**src/rtl/mem_arb_pkg.sv**
```systemverilog
// Shared types and constants for the instruction/data memory port arbiter.
package mem_arb_pkg;

  // Destination of a read response travelling through the owner pipeline
  typedef enum logic [1:0] {
    OWN_NONE = 2'd0,
    OWN_I    = 2'd1,
    OWN_D    = 2'd2
  } owner_e;

  // Deepest supported memory latency; the owner pipeline is sized for it
  localparam int MAX_LAT      = 4;
  localparam int DEF_MEM_LAT  = 1;
  localparam int DEF_MAX_WAIT = 4;

  // Owner tag recorded for a grant: I reads, D reads, or nothing (write / idle)
  function automatic owner_e owner_on_grant(input logic i_gnt,
                                            input logic d_gnt,
                                            input logic d_is_read);
    owner_e own;
    if (i_gnt) begin
      own = OWN_I;
    end else if (d_gnt && d_is_read) begin
      own = OWN_D;
    end else begin
      own = OWN_NONE;
    end
    return own;
  endfunction

  // A flush turns any fetch tag into NONE and leaves data tags untouched
  function automatic owner_e flush_owner(input owner_e own, input logic flush);
    owner_e res;
    if (flush && (own == OWN_I)) begin
      res = OWN_NONE;
    end else begin
      res = own;
    end
    return res;
  endfunction

endpackage

```
**src/rtl/arb_resp_tracker.sv**
```systemverilog
// Owner pipeline: remembers which port each issued read belongs to so the
// returning memory data can be steered, with fetch tags removable on flush.
module arb_resp_tracker
  import mem_arb_pkg::*;
#(
  parameter int MEM_LAT = DEF_MEM_LAT
) (
  input  logic   clk,
  input  logic   rst,
  input  owner_e load_own,
  input  logic   flush,
  output owner_e resp_owner
);

  // Out-of-range latencies are pulled into the supported window
  localparam int LAT_C = (MEM_LAT < 1) ? 1 : ((MEM_LAT > MAX_LAT) ? MAX_LAT : MEM_LAT);

  owner_e slot_r [MAX_LAT+1];

  // Advance every tag one slot per cycle; a flush scrubs fetch tags in flight
  always_ff @(posedge clk or posedge rst) begin
    if (rst) begin
      for (int k = 0; k <= MAX_LAT; k++) begin
        slot_r[k] <= OWN_NONE;
      end
    end else begin
      slot_r[0] <= flush_owner(load_own, flush);
      for (int k = 1; k <= MAX_LAT; k++) begin
        slot_r[k] <= flush_owner(slot_r[k-1], flush);
      end
    end
  end

  // The slot aligned with valid memory data names the destination; a flush
  // in that same cycle also hides a fetch response
  always_comb begin
    resp_owner = flush_owner(slot_r[LAT_C], flush);
  end

endmodule

```
**src/rtl/mem_port_arbiter.sv**
```systemverilog
// Shares one single-port synchronous memory between the fetch port (I) and
// the load/store port (D). D normally wins; a wait counter forces a fetch
// through after MAX_WAIT refusals. Commands are registered, read data is
// steered back by the owner pipeline after the fixed memory latency.
module mem_port_arbiter
  import mem_arb_pkg::*;
#(
  parameter int ADDR_W   = 32,
  parameter int DATA_W   = 32,
  parameter int MEM_LAT  = DEF_MEM_LAT,
  parameter int MAX_WAIT = DEF_MAX_WAIT
) (
  input  logic                clk,
  input  logic                rst,
  input  logic                i_req,
  input  logic [ADDR_W-1:0]   i_addr,
  input  logic                i_flush,
  output logic                i_gnt,
  output logic                i_rvalid,
  output logic [DATA_W-1:0]   i_rdata,
  input  logic                d_req,
  input  logic [DATA_W/8-1:0] d_we,
  input  logic [ADDR_W-1:0]   d_addr,
  input  logic [DATA_W-1:0]   d_wdata,
  output logic                d_gnt,
  output logic                d_rvalid,
  output logic [DATA_W-1:0]   d_rdata,
  output logic                mem_cs,
  output logic [DATA_W/8-1:0] mem_we,
  output logic [ADDR_W-1:0]   mem_addr,
  output logic [DATA_W-1:0]   mem_wdata,
  input  logic [DATA_W-1:0]   mem_rdata
);

  localparam int STRB_W = DATA_W / 8;
  // Out-of-range wait limits are pulled into the 1..15 window of the counter
  localparam int         WAIT_C     = (MAX_WAIT < 1) ? 1 : ((MAX_WAIT > 15) ? 15 : MAX_WAIT);
  localparam logic [3:0] WAIT_MAX_C = 4'(WAIT_C);

  logic       i_gnt_s;
  logic       d_gnt_s;
  logic       d_is_read_s;
  logic [3:0] wait_cnt_r;
  owner_e     load_own_s;
  owner_e     resp_owner_s;

  // Pick at most one requester: D by default, I once it has waited long enough
  always_comb begin
    i_gnt_s = 1'b0;
    d_gnt_s = 1'b0;
    if (rst) begin
      i_gnt_s = 1'b0;
      d_gnt_s = 1'b0;
    end else if (i_req && d_req) begin
      if (wait_cnt_r == WAIT_MAX_C) begin
        i_gnt_s = 1'b1;
      end else begin
        d_gnt_s = 1'b1;
      end
    end else if (i_req) begin
      i_gnt_s = 1'b1;
    end else if (d_req) begin
      d_gnt_s = 1'b1;
    end else begin
      i_gnt_s = 1'b0;
      d_gnt_s = 1'b0;
    end
  end

  assign i_gnt = i_gnt_s;
  assign d_gnt = d_gnt_s;

  // Count cycles a pending fetch is refused, saturating at the limit
  always_ff @(posedge clk or posedge rst) begin
    if (rst) begin
      wait_cnt_r <= 4'd0;
    end else if (!i_req || i_gnt_s) begin
      wait_cnt_r <= 4'd0;
    end else if (wait_cnt_r != WAIT_MAX_C) begin
      wait_cnt_r <= wait_cnt_r + 4'd1;
    end else begin
      wait_cnt_r <= wait_cnt_r;
    end
  end

  // Register the granted command toward memory; address and data hold when idle
  always_ff @(posedge clk or posedge rst) begin
    if (rst) begin
      mem_cs    <= 1'b0;
      mem_we    <= {STRB_W{1'b0}};
      mem_addr  <= {ADDR_W{1'b0}};
      mem_wdata <= {DATA_W{1'b0}};
    end else if (d_gnt_s) begin
      mem_cs    <= 1'b1;
      mem_we    <= d_we;
      mem_addr  <= d_addr;
      mem_wdata <= d_wdata;
    end else if (i_gnt_s) begin
      mem_cs    <= 1'b1;
      mem_we    <= {STRB_W{1'b0}};
      mem_addr  <= i_addr;
      mem_wdata <= mem_wdata;
    end else begin
      mem_cs    <= 1'b0;
      mem_we    <= {STRB_W{1'b0}};
      mem_addr  <= mem_addr;
      mem_wdata <= mem_wdata;
    end
  end

  // Tag each grant with the port expecting data; writes complete at grant
  always_comb begin
    d_is_read_s = (d_we == {STRB_W{1'b0}});
    load_own_s  = owner_on_grant(i_gnt_s, d_gnt_s, d_is_read_s);
  end

  arb_resp_tracker #(
    .MEM_LAT (MEM_LAT)
  ) u_tracker (
    .clk        (clk),
    .rst        (rst),
    .load_own   (load_own_s),
    .flush      (i_flush),
    .resp_owner (resp_owner_s)
  );

  // Memory data goes to both ports; only the owning port sees rvalid
  always_comb begin
    i_rdata  = mem_rdata;
    d_rdata  = mem_rdata;
    i_rvalid = (resp_owner_s == OWN_I);
    d_rvalid = (resp_owner_s == OWN_D);
  end

endmodule

```
**config.mk**
```make
export PLATFORM = sky130hd
export DESIGN_NAME = mem_port_arbiter
export DESIGN_NICKNAME = d
export VERILOG_FILES = /design/src/rtl/mem_arb_pkg.sv /design/src/rtl/arb_resp_tracker.sv /design/src/rtl/mem_port_arbiter.sv
export SDC_FILE = /design/constraint.sdc
export NUM_CORES = 1
export LEC_CHECK = 0
export CAP_MARGIN = 20
export CORE_ASPECT_RATIO = 0.75
export CORE_MARGIN = 2
export CORE_UTILIZATION = 32
export CTS_BUF_LIST = sky130_fd_sc_hd__clkbuf_2
export CTS_CLUSTER_DIAMETER = 150
export DETAILED_ROUTE_END_ITERATION = 10
export GPL_TIMING_DRIVEN = 0
export HOLD_SLACK_MARGIN = 0.08
export PLACE_DENSITY = 0.79
export SLEW_MARGIN = 40
export SYNTH_ARGS = -nofsm -noshare
export SYNTH_HDL_FRONTEND = slang
export SYNTH_SLANG_ARGS = --single-unit
export TNS_END_PERCENT = 1
```
**constraint.sdc**
```tcl
create_clock -name clk -period 4.15 [get_ports clk]
set_input_delay 0.83 -clock clk [delete_from_list [all_inputs] [get_ports clk]]
set_output_delay 0.83 -clock clk [all_outputs]
set_load 0.1 [all_outputs]
```
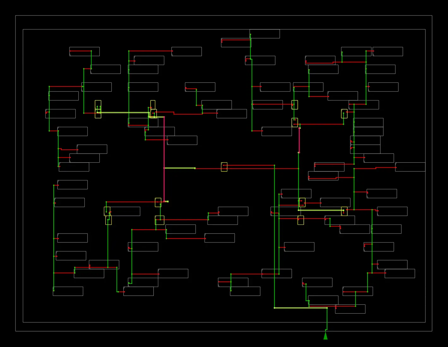
(the clock network)
clk pwr: 0.000324 W
clock buffers: 9
Final Skew: 0.0260 ns

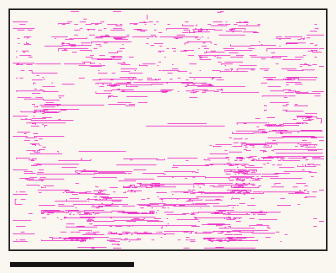
(signal wires on met1)
Scale bar: 50 um.
wire length on this layer: 4290 um
nets with wire on the layer: 579
longest straight run: 41.4 um
grt met1 use: 0.205
vias: 3088

==> results_dict.tcl <==
# flow metrics
set metrics [dict create \
    io_buffers 240 \
    drive_gt1_frac 0.484 \
    path_clk_slew_ns 0.23 \
    area_delta_synth_final_pct 55.4 \
    dieWidth_um 128 \
    cp-end-kind "primary output" \
    ys_warn_count 0 \
    wire_per_inst_um 15.4 \
    ys_types 28 \
    min_period_ns 3.64 \
    worstSetupPathType "reg2out" \
    routed_wl_um 10600 \
    arrival_ns 2.81 \
    place_area_um2 5620 \
    fmax_mhz 275 \
    cts_resized 0 \
    globalRouteMet3Util 0.0376 \
    syn_area_um2 3670 \
    grt_remaining_overflow 0 \
    drv_cap 0 \
    hold_viol_final 0 \
    worst_slack_ns 0.512 \
    hold_class "in2async" \
    synth_stat.cells 290 \
    leakage_nw 2.81 \
    grt_antenna_before_repair 0 \
    fin_total_pwr_w 0.00266 \
    finalMaxSlewViolations 0 \
    fillers 1017 \
    fin_hold_ws_ns 0.235 \
    cts_max_path_buffers 2 \
    vias_per_cell 4.49 \
    yosys.stat.chipArea_um2 3670 \
    floorplan.nets 429 \
    postCtsHoldBufs 0 \
    floorplan.core_util 0.332 \
    warning_count 27 \
    seqCellArea_um2 1930 \
    firstDrtPassIters 4 \
    dieArea_um2 12300 \
    status "completed" \
    diodes 0 \
]
stage by stage:
step,instances,setup TNS (ns)
after floorplan,290,0
after global placement,670,-0.955
after detailed placement,673,0
after CTS,688,0
after global routing,688,0
final,688,0
final timing paths:
check                      cells past startpoint  slack (ns)                   to                 from
setup / recovery                               6        0.51                i_gnt        wait_cnt_r[0]
hold / removal                                 2        0.23         mem_addr[31]                  rst
setup reg to reg                               6        2.07          mem_addr[4]        wait_cnt_r[0]
hold reg to reg                                1        0.52  u_tracker.slot_r[7]  u_tracker.slot_r[9]
max in group asynchronous                      4        3.32         mem_wdata[4]                  rst
min in group clk                               1        0.52  u_tracker.slot_r[7]  u_tracker.slot_r[9]
flip-flops by register name (all words and copies together) (netlist names):
register and count:
mem_addr 32, mem_we 4, wait_cnt_r 4, u_tracker.slot_r 4, mem_wdata 32, mem_cs 1
layer usage:
metal	vias up	wire length (um)
met5	-	0
met4	0	51
met3	7	654
met2	135	5560
met1	1484	4290
li1	1462	-
power by group through the flow:
stage	Combinational, W	Sequential [W]	Clock, W
after global routing	0.00149	0.000909	0.000380
after detailed placement	0.00146	0.000907	0
after CTS	0.00146	0.000894	0.000349
after global placement	0.00156	0.000908	0
final	0.00145	0.000893	0.000324
after floorplan	0.000463	0.00161	0
cell usage after synthesis (all sizes together), types with 2 or more instances:
library cell   n  area share
dfrtp         77        0.53
buf           76        0.16
and2          37       0.063
a221o         32       0.087
mux2          32       0.098
inv            6      0.0061
nand3          5      0.0068
clkbuf         4      0.0041
a211oi         2      0.0055
a21oi          2      0.0027
ha             2      0.0068
nor2b          2      0.0034
placed cells by master, fill, tap and decap left out:
master,netlist,final
xnor2_1,1,1
mux2i_1,1,1
and2_1,37,37
a211oi_1,1,1
a221o_1,32,32
mux2_2,32,32
buf_4,64,64
a31oi_1,1,1
clkbuf_2,0,9
o211a_1,1,1
clkinv_2,0,4
clkbuf_1,4,4
clkinv_1,0,1
inv_1,6,5
ha_1,2,2
buf_2,4,141
o211ai_1,1,1
a21oi_1,2,2
nor2_1,1,1
nor3_1,1,1
clkinvlp_4,0,2
nor3b_1,1,1
o21bai_1,1,1
buf_6,8,8
a21boi_0,1,1
buf_12,0,3
dfrtp_1,77,77
nand3_1,5,5
clkdlybuf4s50_1,0,103
and3b_1,1,1
nor2b_1,2,2
a211oi_2,1,1
nand3b_4,1,1
nor4_1,1,1
area by class of cell:
class / count / area share
Clock inverter: 6 / 0.00549
Timing Repair Buffer: 243 / 0.312
Sequential cell: 77 / 0.338
Clock buffer: 9 / 0.00790
Inverter: 6 / 0.00461
Tap cell: 140 / 0.0307
Buffer: 80 / 0.106
Multi-Input combinational cell: 127 / 0.195
worst max-delay path, delay by kind of cell (launching register included):
family          cells  cell delay [ns]
compound gates      1             0.54
simple gates        1             0.14
buf+inv             3             0.91
flops               1             0.46
fa+ha+maj           1             0.25
cell families (layout without fill, tap and decap cells):
kind of cell | after synthesis | in the layout | synth area share
flops | 77 | 77 | 0.525
buf+inv | 86 | 344 | 0.171
compound gates | 41 | 41 | 0.106
xor+xnor | 1 | 1 | 0.00239
fa+ha+maj | 2 | 2 | 0.00682
mux | 33 | 33 | 0.101
simple gates | 50 | 50 | 0.0873
Power figures rest on the tool's default switching activity, not on a simulated workload.
